Fig. 1: run 1, placement view
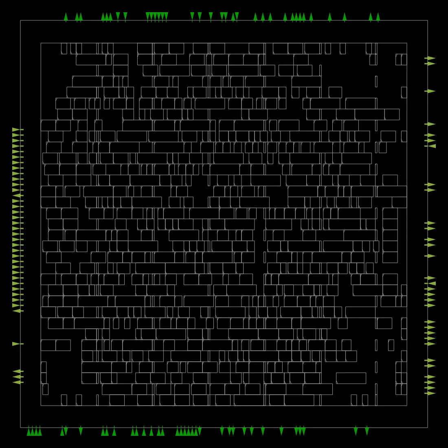
Fig. 2: run 1, signal wires on met1
Scale: 6 px per um. Supply wires on this layer in grey.
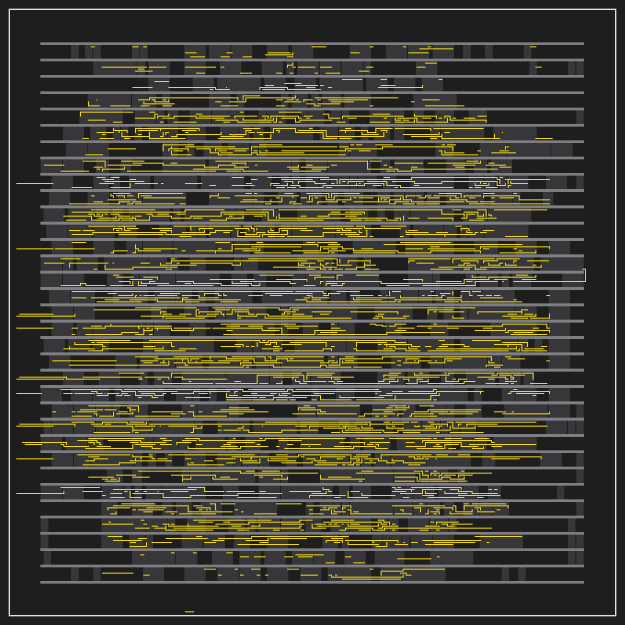
Fig. 3: run 1, wires at chosen ports, followed through buffers
Scale: 4 px per um.
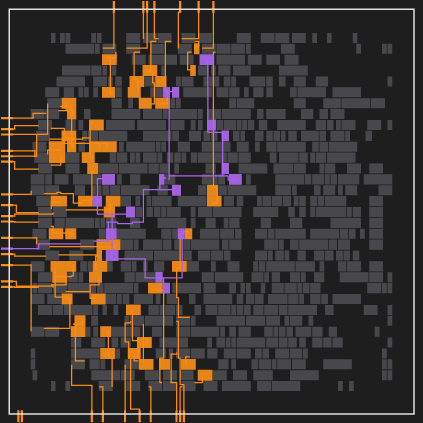
===== config.mk =====
export PLATFORM = sky130hd
export DESIGN_NAME = branch_redirect_unit
export DESIGN_NICKNAME = d
export VERILOG_FILES = /design/src/rtl/branch_redirect_unit.sv
export SDC_FILE = /design/constraint.sdc
export NUM_CORES = 1
export LEC_CHECK = 0
export ABC_CLOCK_PERIOD_IN_PS = 4200
export CORE_MARGIN = 5
export CORE_UTILIZATION = 51
export CTS_CLUSTER_DIAMETER = 80
export DETAILED_ROUTE_END_ITERATION = 10
export PLACE_DENSITY_LB_ADDON = 0.3
export SETUP_SLACK_MARGIN = 0.1
export SKIP_CTS_REPAIR_TIMING = 1
export SYNTH_ARGS = -nofsm -noshare
export SYNTH_HDL_FRONTEND = slang
export SYNTH_SLANG_ARGS = --single-unit

===== constraint.sdc =====
create_clock -name clk -period 4.2 [get_ports clk]
set_input_delay 1.26 -clock clk [delete_from_list [all_inputs] [get_ports clk]]
set_output_delay 1.26 -clock clk [all_outputs]
set_load 0.02 [all_outputs]

===== src/rtl/branch_redirect_unit.sv =====
// branch_redirect_unit
//   Owns the fetch PC of a dual-issue front end and applies branch redirects
//   resolved in EX. A redirect that arrives while IF/ID is stalled is parked
//   in a pending register (state PEND). It is applied on the first cycle
//   without a stall.
//
// Parameters
//   RESET_PC      fetch PC loaded on reset
//
// Ports
//   clk           rising-edge clock
//   rst           synchronous active-high reset
//   stall         IF/ID hold request (e.g. load-use)
//   taken1/2      EX slot-1 / slot-2 branch resolved taken (slot 1 has priority)
//   target1/2     slot-1 / slot-2 branch target (bits [1:0] ignored)
//   pc            registered fetch PC
//   fetch_valid2  second fetch slot valid (~pc[2])
//   flush_if      squash IF/ID (redirect accepted in RUN, or any PEND cycle)
//   flush_id      squash ID/EX (redirect accepted in RUN)
//   kill_ex2      squash slot-2 result in EX (slot 2 is younger than slot 1)
//   redirect      registered pulse: PC was redirected at the last edge
//   taken_count   saturating count of accepted redirects
//
// Configuration
//   BRANCH_STATS_EN  when defined, taken_count is a live saturating counter.
//                    When undefined, it is tied to zero and has no flops.
module branch_redirect_unit #(
  parameter logic [31:0] RESET_PC = 32'h0000_0000
) (
  input  logic        clk,
  input  logic        rst,
  input  logic        stall,
  input  logic        taken1,
  input  logic        taken2,
  input  logic [31:0] target1,
  input  logic [31:0] target2,
  output logic [31:0] pc,
  output logic        fetch_valid2,
  output logic        flush_if,
  output logic        flush_id,
  output logic        kill_ex2,
  output logic        redirect,
  output logic [31:0] taken_count
);

  typedef enum logic {
    RUN  = 1'b0,
    PEND = 1'b1
  } state_t;

  state_t      state_q, state_d;
  logic [31:0] pc_q, pc_d;
  logic [31:0] pend_q, pend_d;
  logic        redirect_q, redirect_d;

  logic        any_taken;
  logic        accept;
  logic [31:0] sel_target;
  logic [31:0] pc_seq;

  always_comb begin
    any_taken  = taken1 | taken2;
    accept     = (state_q == RUN) && any_taken;
    sel_target = taken1 ? {target1[31:2], 2'b00} : {target2[31:2], 2'b00};
    // An odd-word PC only has one slot left in its 8-byte fetch group.
    pc_seq     = pc_q + (pc_q[2] ? 32'd4 : 32'd8);

    state_d    = state_q;
    pc_d       = pc_q;
    pend_d     = pend_q;
    redirect_d = 1'b0;

    case (state_q)
      RUN: begin
        if (any_taken) begin
          if (stall) begin
            pend_d  = sel_target;
            state_d = PEND;
          end else begin
            pc_d       = sel_target;
            redirect_d = 1'b1;
          end
        end else if (!stall) begin
          pc_d = pc_seq;
        end
      end
      PEND: begin
        // New branches in PEND are not expected and are ignored here.
        if (!stall) begin
          pc_d       = pend_q;
          state_d    = RUN;
          redirect_d = 1'b1;
        end
      end
      default: state_d = RUN;
    endcase
  end

  always_ff @(posedge clk) begin
    if (rst) begin
      state_q    <= RUN;
      pc_q       <= RESET_PC;
      pend_q     <= '0;
      redirect_q <= 1'b0;
    end else begin
      state_q    <= state_d;
      pc_q       <= pc_d;
      pend_q     <= pend_d;
      redirect_q <= redirect_d;
    end
  end

`ifdef BRANCH_STATS_EN
  logic [31:0] taken_count_q, taken_count_d;

  always_comb begin
    taken_count_d = taken_count_q;
    if (accept && (taken_count_q != '1)) begin
      taken_count_d = taken_count_q + 32'd1;
    end
  end

  always_ff @(posedge clk) begin
    if (rst) begin
      taken_count_q <= '0;
    end else begin
      taken_count_q <= taken_count_d;
    end
  end

  assign taken_count = taken_count_q;
`else
  assign taken_count = '0;
`endif

  assign pc           = pc_q;
  assign fetch_valid2 = ~pc_q[2];
  assign flush_if     = accept || (state_q == PEND);
  assign flush_id     = accept;
  assign kill_ex2     = taken1;
  assign redirect     = redirect_q;

endmodule


==> run summary, run 1 <==
Results of an implementation run.

The number of storage elements in the synthesis netlist is 62. The fraction of area in clock buffers and inverters is under 10%. The power dissipated in combinational cells is ~0.42 mW. The critical path's slowest stage uses the library cell clkdlybuf4s50_1.

Net switching is 31.6% of the power. The share of total power in the clock network is roughly a third. The count of flip-flops with a built-in enable after synthesis is 0. The top cell types in the final layout, fill and taps aside, are 97 x clkdlybuf4s50_1, 62 x dfxtp_1, 60 x nor2_1. The worst min-delay path startpoint is pend_q[12]$_SDFFE_PP0P_. The net count of the finished layout is approximately 680. Measured against its own limit, the worst slew margin works out to roughly 46%. The type of destination of the critical path is a primary output. The dominant cell by count in the synthesized netlist is dfxtp_1. Static timing analysis puts the maximum clock frequency at 249 MHz.

The capturing instance or port of the critical path is flush_if. The post-synthesis area per instance is 7.97 um2. Global routing used 37.5% of the available met2 tracks. The sequential logic power is between 0.6 and 0.7 mW.

Setup repair after global routing left no endpoint under its margin. The clock tree from TritonCTS is done. The critical register-to-register path endpoint is pc[22]$_SDFFE_PP0P_. The largest fanout on the critical path is 4. In the hold timing report, the worst path depth is 2. Per the OpenROAD timing report, the critical path contains 5 cells.

The flow ran to the end, and the final reports show no timing, DRC or antenna violations. Of the total synthesized cell area, the portion taken by AND-OR and OR-AND cells is 25.6%. The warning tally printed by Yosys for this design is 0. The mean routed wirelength per cell is 17.6 um. Along the critical path, the tally of buffer and inverter instances is 3.

The post-synthesis instance area is between 0.004 and 0.005 mm2. The area fraction in and, or, nand and nor cells is between 20% and 30%. The fill cell total of the finished layout is approximately 690. The flow reports that combinational logic draws between 20% and 30% of the design power. The main flop type is dfxtp_1. Input and output buffers added on the ports amount to 99. The detailed placer reported the number of placed instances as 706. The total cells reported by yosys after synthesis is 528.

The data arrival time of the worst path is approximately 2.8 ns. The critical path in the final layout is reported with a setup slack of 0.181 ns. After synthesis, the cell types taking the most area are dfxtp_1 30%, mux2i_1 8.1%, buf_4 6.2%, a211oi_1 5.4%, nor2_1 5.4%. The y dimension of the die is around 100 um.

In this run the horizontal extent of the chip is ~100 um. The number of global-route vias before repair is ~3800. The hold slack is between 0.4 and 0.5 ns. By instance count, the cell type seen most on the critical path is clkdlybuf4s50_1. The I/O pin total is 138. The area share of the leading cell type in the synthesized netlist is between 20 and 30%. Leaving out the clock tree, the finished layout contains an inverter count of 17. Among cell families on the critical path, the largest total delay comes from buffers and inverters. The cell count after synthesis is 528. The synthesis area per yosys is ~0.0042 mm2.

VDD sags by at most around 0.14 mV. The part of the power in registers is 42.1%. The total power is between 1.5 and 2 mW. Per the run report, area growth between synthesis and finish was 26.9%.

The number of buffers on the longest clock path is 2. The layer with the highest usage is met2. Endpoints failing hold in the final report were tallied at 0. The max capacitance violation total is 0. The reported net switching power is between 0.5 and 0.6 mW. The number of clock buffers inserted by TritonCTS is 9.
Notes on Fig. 1 above:
post-layout instance count excluding filler cells: 720
final core utilization: 65.7%
flop share of the area: 23.2%

Notes on Fig. 2 above:
nets with wire on the layer: 588
main direction: horizontal

Notes on Fig. 3 above:
[target1] orange | direction: input | edge: 15 west, 10 south, 7 north | end cells: 53 | wire: 780 um
[taken2] purple | direction: input | edge: west | end cells: 17 | wire: 198 um

## Run 2: what changed since run 1
TNS_END_PERCENT = 10   (was unset)
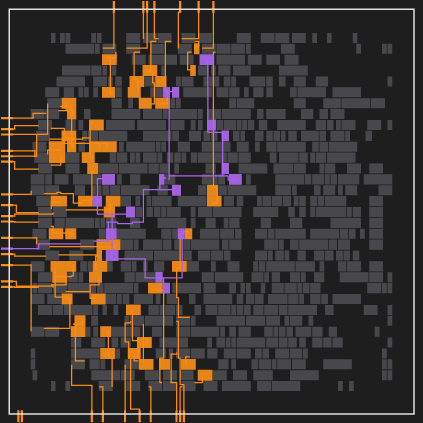
Fig. 4. Wires at chosen ports, followed through buffers (run 2).
Scale: 4 px per um.
[target1] orange | direction: input | edge: 15 west, 10 south, 7 north | end cells: 53 | wire: 780 um
[taken2] purple | direction: input | edge: west | end cells: 17 | wire: 198 um

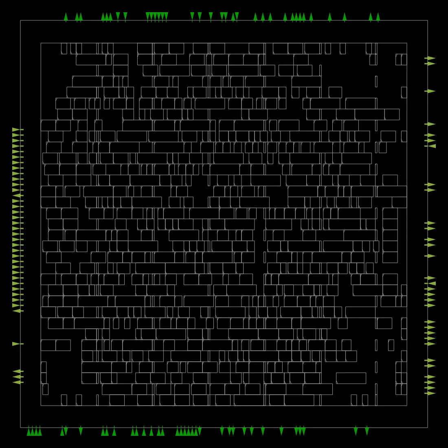
Fig. 5. Placement view (run 2).
count of inserted tapcells: 105
fill cell total of the finished layout: 694

==> run 2 against run 1 <==
Compared with the run above: combinational power hardly changed; synthesized cell count stayed put; wire length stayed put; cell count stayed put; design area stayed put; register-to-register slack hardly changed; worst hold slack stayed put; via count stayed put; global-route usage stayed put; critical endpoint unchanged; largest cell class unchanged.
==> run summary, run 2 <==
Results of an implementation run.

Looking at the hold checks, the worst path lands on pc[12]$_SDFFE_PP0P_. The share of total power in the clock network is 31.9% (about the same). The least setup slack across all paths after layout is 0.181 ns (unchanged).

Per the finish-stage timing summary, setup violations number 0. The die covers approximately 0.010 mm2. The clock tree from TritonCTS is done.

The area fraction in xor and xnor cells is roughly 2.3%. The slowest library cell on the worst path is clkdlybuf4s50_1. The setup check on the worst reg-to-reg path leaves a slack of between 1.5 and 2 ns. The first-pass iteration count of the detailed router is 5. In the layout the commonest cells are 97 x clkdlybuf4s50_1, 62 x dfxtp_1, 60 x nor2_1. The sequential logic power is 0.686 mW (about the same). The final tally of hold violations is 0 (unchanged).

The final HPWL from detailed placement is around 9300 um. The switching power as a share of total power is 31.6% (unchanged). The commonest non-fill, non-tap cell in the layout is clkdlybuf4s50_1. The part of the power in registers came to 42.1% (about the same). The count of inverters not on the clock network in the layout was 17 (unchanged).

The number of multi-input combinational cells in the layout is a little over 400. The routed wirelength on the met1 layer is recorded as ~5500 um. The level count of the clock H-tree is 3. The reported net switching power is 0.516 mW (unchanged). For reference, the top logic cell family by area is AND-OR/OR-AND gates. The hold slack is 0.483 ns (unchanged).

The endpoint identified for the worst register-to-register timing path is pc[22]$_SDFFE_PP0P_. The global-route wire length before repair is roughly 20000 um. The combined area of the multi-input logic cells is approximately 0.0026 mm2. The maximum clock frequency is 249 MHz (unchanged). The met3 demand-to-capacity share in global routing is under 10%. The slew at the pin with the worst max-slew slack is 0.806 ns. STA shows the worst reg2reg path with a cell count of 5.

The worst hold path depth is 2 (unchanged). The capturing instance or port of the critical path is flush_if. The relative max-transition margin is 46.2% (unchanged). The smallest clock period supported by the final layout is computed as 4.02 ns. The remaining antenna violation count is 0. The type of destination of the critical path is a primary output. The area fraction in and, or, nand and nor cells was 21.4% (unchanged). The total number of yosys warnings is 0 (unchanged). The global routing report lists met1 layer usage as 33.9%. The count of antenna diodes in the layout is 0. The total cells reported by yosys after synthesis came to 528 (unchanged). After global routing, the most crowded layer is met2.

Across all layers, the routed design uses roughly 4200 vias. The core area is between 0.008 and 0.009 mm2. The clock network power is 0.520 mW. The buffers plus inverters on the worst setup path is 3 (unchanged).

The placed instance count is 706 (unchanged). Setup repair after global routing left no endpoint under its margin. Per STA, the startpoint of the critical path is taken2. The flow ran to the end, and the final reports show no timing, DRC or antenna violations. Per STA, the worst path accumulates the most delay in the family buffers and inverters. Adding up every negative setup slack in the final design gives 0 ns.

In the synthesized netlist, mux cells make up 8.89% of the area. The adder-cell share of the synthesized area is less than 1%. The share of the cycle needed by the critical path after routing is between 90% and 100%. At the worst endpoint, the required time is 2.94 ns. The sequential portion of the cell area is 23.2% (unchanged).

The initial core utilization is around 52%. The leading cell category by total area is logic gates. The startpoint identified for the worst hold timing path is pend_q[12]$_SDFFE_PP0P_. The worst slack after detailed placement is approximately 0.18 ns.

The post-synthesis compound-gate area fraction is 25.6% (unchanged). The critical path is of the in2out type. The data arrival time of the worst path is 2.76 ns (about the same). The sequential cell area fraction in the yosys report is around 30%. The largest voltage drop on the vdd net is 0.141 mV (unchanged). The total power came to 1.63 mW (unchanged). The type of the tightest min-delay check is reg2reg.

In the power breakdown, the internal column shows around 1.1 mW. The DRC violation count after routing is 0. The max capacitance violation total is 0 (unchanged). The launch point of the worst register-to-register path is recorded as state_q$_SDFF_PP0_. The layout report gives the multi-input gate share of total cell area as 48.8%.

Wires add up to roughly 13000 um. The synthesis area per yosys is 0.00421 mm2 (unchanged). The layout stage reports a final design area of around 0.0053 mm2. The CTS root buffer is clkbuf_8.

The number of global-route vias before repair came to 3766 (unchanged). The number of sinks driven by the clock tree is a little over 60. The area overhead of the layout relative to synthesis was 26.9% (unchanged). The count of flip-flops with a built-in enable after synthesis was 0 (unchanged). In the finished design the tool counted flip-flops and latches totalling 62. The critical path depth in cells is 5 (unchanged).

The floorplan has 33 rows. The number of storage elements in the synthesis netlist is 62 (unchanged). The combinational fraction of design power was 26.0% (about the same).

The routing usage on met2 is 37.5% (unchanged). The synthesis report lists the most area-consuming cells as dfxtp_1 30%, mux2i_1 8.1%, buf_4 6.2%, a211oi_1 5.4%, nor2_1 5.4%. The share of flip-flops with an asynchronous set or reset is 0%. The largest fanout on the critical path came to 4 (unchanged). The proportion of layout cells with a drive suffix above 1 is 7.97%. The worst setup path is launched from an input port. By count the netlist is led by 62 x dfxtp_1, 60 x nor2_1, 35 x buf_4. dfxtp_1 takes more of the synthesized area than any other cell. The number of DRC violations after detailed-routing iteration 0 is around 320. Entering global routing, the biggest net connects ~62 pins.

The number of clock buffers inserted by TritonCTS is 9 (unchanged). The number of buffers on the longest clock path was 2 (unchanged). The cell count after synthesis was 528 (unchanged). The I/O pin total is 138 (unchanged).

The initial antenna violation count is 0. The count of buffers from port buffering came to 99 (unchanged). Among all stages on the critical path, the maximum delay recorded is about 0.60 ns. The area after detailed placement is ~0.0051 mm2. The total area of sequential cells is around 0.0012 mm2. The fraction of area in clock buffers and inverters was 3.61% (unchanged). The detailed router used layers up to and including met4.

In this run the power density over the cells is 305 mW/mm2. The congestion estimate from routability-driven global placement came to ~0.87. For this run the aggregate overflow at the end of global routing stands at 0.

The via-per-instance ratio is just under 6. The setup skew after layout is 0.00406 ns. The clock reaches the later pin of the worst-skew pair after 0.34 ns.

The power dissipated in combinational cells was 0.424 mW (about the same). The y dimension of the die came to 101 um (unchanged). The tally of clock buffers in the finished layout is 14.

The script extracted a total leakage power of 1.99 nW. The post-synthesis instance area is 0.00421 mm2 (unchanged). The main flop type is dfxtp_1. The count of different cell masters after synthesis is roughly 67.

Wire segments on met2 add up to 5740 um in the final route. The post-route non-filler standard cell count is 720 (unchanged). The net count of the finished layout came to 683 (unchanged).

Non-clock buffers in the final layout number between 100 and 150. The biggest slice of the total power is consumed by registers. The tally of OpenROAD warnings is 31. The core occupancy in the finished layout is 65.7% (unchanged). Per STA, the worst path is made up of clkdlybuf4s50_1 > or2_1 > nor2_4 > inv_2 > clkdlybuf4s50_1.

By instance count, the cell type seen most on the critical path is clkdlybuf4s50_1. The post-synthesis area per instance is 7.97 um2 (unchanged). In the detailed route, the total length drawn on met3 is 1170 um. The area share of the leading cell type in the synthesized netlist is 29.5% (unchanged). The width of the chip came to 101 um (unchanged). The mean routed wirelength per cell came to 17.6 um (unchanged).

Looking at the gate-level netlist, the highest instance count belongs to dfxtp_1.
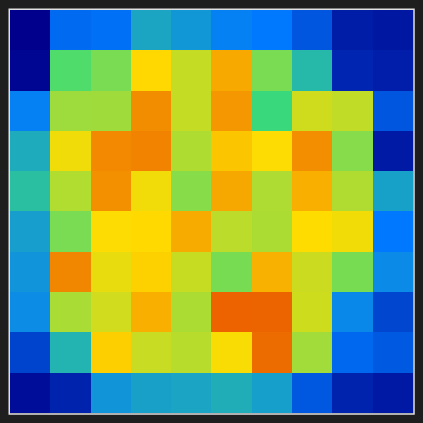
Fig. 6. Local utilization (run 2).
Scale: 4 px per um. 10 x 10 tiles, from dark blue (low) to red (high), 0 to 100% covered.
fullest tile: 89%
densest ninth of the die: centre
mean over tiles: 51%
emptiest ninth of the die: north-east
tiles over 75% full: 22%
nearly empty tiles: 2.0%

No activity file was given, so power comes from the tool's default toggle rates.
